clock_map.png
(2 px per um)
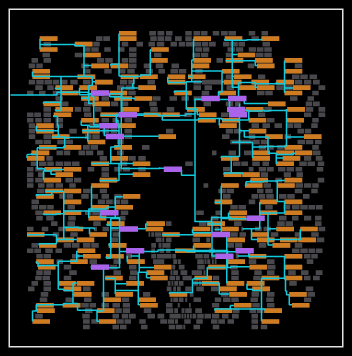
cell_classes.png
(3 px per um) Fill, decap, tap and diode cells in gray.
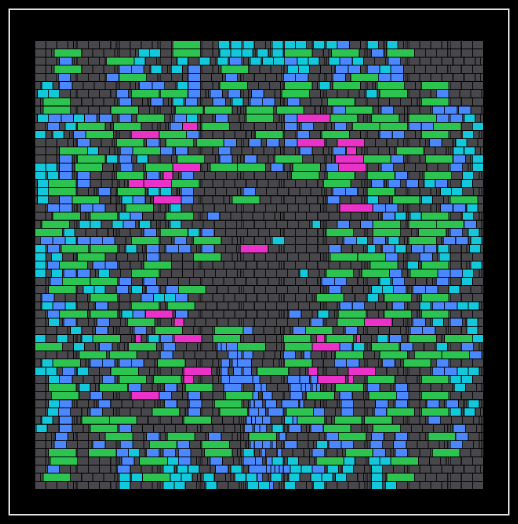
pdn.png
(3 px per um) Pins as bars on the die edge. Tap cells in gray.
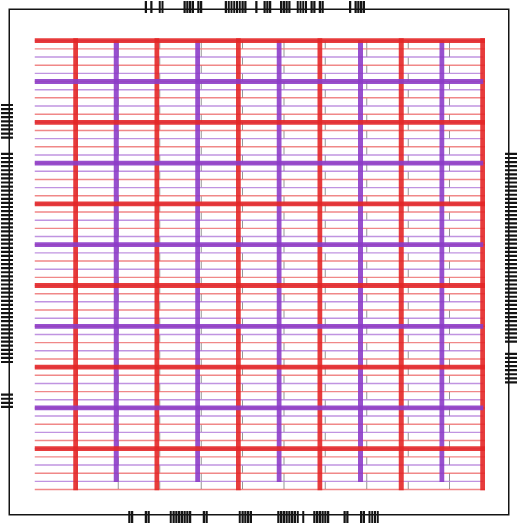
metal_stack.png
(3 px per um)
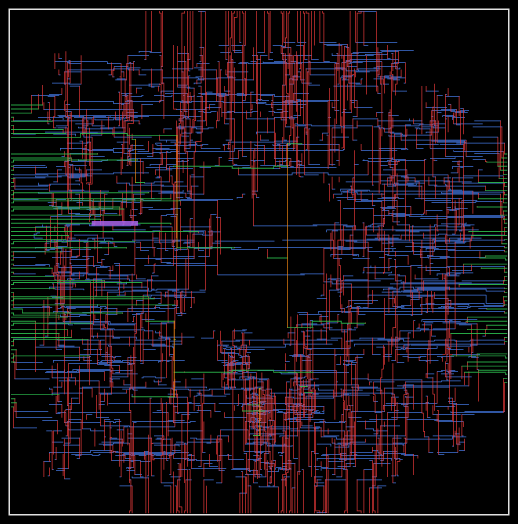
File: src/rtl/zion_uop_dispatch.sv
// zion_uop_dispatch
//   Consumer end of the decoded-uop interface. Buffers ZionUnit-tagged uops in
//   order and routes the head uop to the integer, memory or mul/div issue port.
//   NonUnit0 uops retire as no-ops. Unit codes 4..7 are dropped and flagged as
//   illegal. MulDiv issue is throttled by a credit counter that md_done_i
//   replenishes.
// Ports
//   clk, rst           clock (rising edge), asynchronous active-high reset
//   flush_i            synchronous flush of every buffered uop
//   in_valid/in_ready  decoder handshake; in_unit is the tag, in_uop the payload
//   out_uop            head payload, shared by all unit ports
//   int_*/mem_*/md_*   per-unit valid/ready issue handshakes
//   md_done_i          one MulDiv uop completed (returns one credit)
//   nop_o, ill_o       1-cycle pulses: NonUnit0 head retired / illegal head dropped
module zion_uop_dispatch #(
  parameter int unsigned DEPTH      = 2,
  parameter int unsigned MD_CREDITS = 2,
  parameter int unsigned UOP_W      = 92
) (
  input  logic             clk,
  input  logic             rst,
  input  logic             flush_i,
  input  logic             in_valid,
  output logic             in_ready,
  input  logic [2:0]       in_unit,
  input  logic [UOP_W-1:0] in_uop,
  output logic [UOP_W-1:0] out_uop,
  output logic             int_valid,
  input  logic             int_ready,
  output logic             mem_valid,
  input  logic             mem_ready,
  output logic             md_valid,
  input  logic             md_ready,
  input  logic             md_done_i,
  output logic             nop_o,
  output logic             ill_o
);

  localparam int unsigned PW  = $clog2(DEPTH);
  localparam int unsigned CW  = $clog2(DEPTH + 1);
  localparam int unsigned CRW = 4;

  typedef enum logic [2:0] {
    UNIT_NON = 3'd0,
    UNIT_INT = 3'd1,
    UNIT_MEM = 3'd2,
    UNIT_MD  = 3'd3
  } unit_e;

  logic [UOP_W-1:0] uop_q  [DEPTH];
  logic [2:0]       unit_q [DEPTH];
  logic [PW-1:0]    wr_ptr_q, wr_ptr_d;
  logic [PW-1:0]    rd_ptr_q, rd_ptr_d;
  logic [CW-1:0]    count_q,  count_d;
  logic [CRW-1:0]   credits_q, credits_d;

  logic [2:0] head_unit;
  logic       head_ok;
  logic       push;
  logic       pop;
  logic       md_pop;

  always_comb begin
    head_unit = unit_q[rd_ptr_q];
    out_uop   = uop_q[rd_ptr_q];
    head_ok   = (count_q != '0) && !flush_i;

    // rst gates in_ready directly so the decoder never sees a stale accept
    // while the asynchronous reset is held.
    in_ready  = !rst && (count_q < CW'(DEPTH)) && !flush_i;
    push      = in_valid && in_ready;

    int_valid = 1'b0;
    mem_valid = 1'b0;
    md_valid  = 1'b0;
    nop_o     = 1'b0;
    ill_o     = 1'b0;
    pop       = 1'b0;
    md_pop    = 1'b0;

    case (head_unit)
      UNIT_INT: begin
        int_valid = head_ok;
        pop       = head_ok && int_ready;
      end
      UNIT_MEM: begin
        mem_valid = head_ok;
        pop       = head_ok && mem_ready;
      end
      UNIT_MD: begin
        md_valid  = head_ok && (credits_q != '0);
        md_pop    = md_valid && md_ready;
        pop       = md_pop;
      end
      UNIT_NON: begin
        nop_o     = head_ok;
        pop       = head_ok;
      end
      default: begin
        ill_o     = head_ok;
        pop       = head_ok;
      end
    endcase

    wr_ptr_d = wr_ptr_q;
    rd_ptr_d = rd_ptr_q;
    count_d  = count_q;
    if (flush_i) begin
      wr_ptr_d = '0;
      rd_ptr_d = '0;
      count_d  = '0;
    end else begin
      if (push) wr_ptr_d = wr_ptr_q + PW'(1);
      if (pop)  rd_ptr_d = rd_ptr_q + PW'(1);
      if (push && !pop)      count_d = count_q + CW'(1);
      else if (pop && !push) count_d = count_q - CW'(1);
    end

    // Credits are independent of flush: in-flight MulDiv ops still return them.
    credits_d = credits_q;
    if (md_pop && !md_done_i)
      credits_d = credits_q - CRW'(1);
    else if (!md_pop && md_done_i && (credits_q < CRW'(MD_CREDITS)))
      credits_d = credits_q + CRW'(1);
  end

  always_ff @(posedge clk or posedge rst) begin
    if (rst) begin
      wr_ptr_q  <= '0;
      rd_ptr_q  <= '0;
      count_q   <= '0;
      credits_q <= CRW'(MD_CREDITS);
      for (int unsigned i = 0; i < DEPTH; i++) begin
        uop_q[i]  <= '0;
        unit_q[i] <= '0;
      end
    end else begin
      wr_ptr_q  <= wr_ptr_d;
      rd_ptr_q  <= rd_ptr_d;
      count_q   <= count_d;
      credits_q <= credits_d;
      if (push) begin
        uop_q[wr_ptr_q]  <= in_uop;
        unit_q[wr_ptr_q] <= in_unit;
      end
    end
  end

endmodule

File: config.mk
export PLATFORM = sky130hd
export DESIGN_NAME = zion_uop_dispatch
export DESIGN_NICKNAME = d
export VERILOG_FILES = /design/src/rtl/zion_uop_dispatch.sv
export SDC_FILE = /design/constraint.sdc
export NUM_CORES = 1
export LEC_CHECK = 0
export CAP_MARGIN = 5
export CORE_AREA = 8 8 158 160
export CTS_CLUSTER_SIZE = 24
export DETAILED_ROUTE_END_ITERATION = 12
export DIE_AREA = 0 0 166 168
export PLACE_DENSITY = 0.63
export SKIP_LAST_GASP = 1
export SLEW_MARGIN = 20
export SYNTH_ARGS = -nofsm -noshare
export SYNTH_HDL_FRONTEND = slang
export SYNTH_SLANG_ARGS = --single-unit
File: constraint.sdc
create_clock -name clk -period 7.98 [get_ports clk]
set_input_delay 1.596 -clock clk [delete_from_list [all_inputs] [get_ports clk]]
set_output_delay 1.596 -clock clk [all_outputs]
set_load 0.02 [all_outputs]
==> reports/metrics.csv <==
stage,metric,value,unit
status,run_status,finished clean,
grt,globalRouteMet1Util,18.3,%
yosys,synth.top_cell.area_share,56.2,%
final_layout,logic_gates,344,
floorplan,core_region_area,22400,sq um
worst_setup_path,worst_ep_required,6380,ps
timing,worst_pin_slew,908,ps
min_path,class_of_the_most_critical_hold_timing_path,reg -> reg,
final_layout,signal_buffers,205,
worst_setup_path,timing.reg2reg.setup_slack,4980,ps
final_layout,final.fill_count,1892,
yosys,ys_cells,581,
pwr,power_per_cell_area,288,nW/um^2
worst_setup_path,reg2reg_from,count_q[1],
routing,highest-signal-layer,met5,
worst_setup_path,critPathSlowestCell,clkdlybuf4s50_1,
floorplan,boundary_pins,201,
final_layout,dominant_cells,flip-flops and latches,
clock_network,htree_levels,4,
pwr,total_leakage_power,4.84,nW
pwr,top_power_group,sequential cells,
floorplan,dieHeight,168,um
routing,routed_wl,20700,um
yosys,ys_sh_xor,0.299,%
floorplan,die_ar,27900,sq um
pwr,share_comb_of_total_power,32.2,%
yosys,synth.mux.area_fraction,36.6,%
yosys,yosys_area,8780,sq um
pwr,power_dissipated_in_combinational_cells,1.07,mW
yosys,synth_async_sr_flop_share,100,%
yosys,logic_family,multiplexers,
worst_setup_path,setup.worst_path.class,in -> out,
pwr,sequential_logic_power,1.41,mW
yosys,post_synth_num_cell_types,44,
pwr,clk-power,0.853,mW
yosys,synth-warning-count,0,
timing,tns,0,ps
placed_design,post-place-ws,2830,ps
flow_run,timing.max_cap.violations,0,
grt,antenna_violations_before_repair,1,
routing,avgRoutedWirePerCell,19.4,um
pwr,switching_share,29.1,%
timing,drv_slew,0,
Back to the opening pictures, clock_map.png:
Cyan marks clock wires, length 2,390 um. Purple marks cells driving clock nets, count 17. Orange marks flip-flops, count 198.
There are 18 routed clock nets.

Back to the opening pictures, cell_classes.png:
Cyan marks other buffers and delay cells, cells 205, share of their area 18%. Blue marks all other logic, cells 348, share of their area 32%. Magenta marks clock drivers and dummy loads, cells 30, share of their area 5.1%. Green marks flip-flops, cells 198, share of their area 44%.

Back to the opening pictures, pdn.png:
Purple marks VDD. Red marks VSS.
56 met1 rails follow the rows. 201 signal pins sit on the boundary. The core has 55 rows. 285 tap cells.

Back to the opening pictures, metal_stack.png:
Blue marks met1, wire length 9,080 um. Purple marks met5, wire length 13.8 um. Red marks met2, wire length 9,680 um. Green marks met3, wire length 1,790 um. Orange marks met4, wire length 154 um.

Power figures rest on the tool's default switching activity, not on a simulated workload.
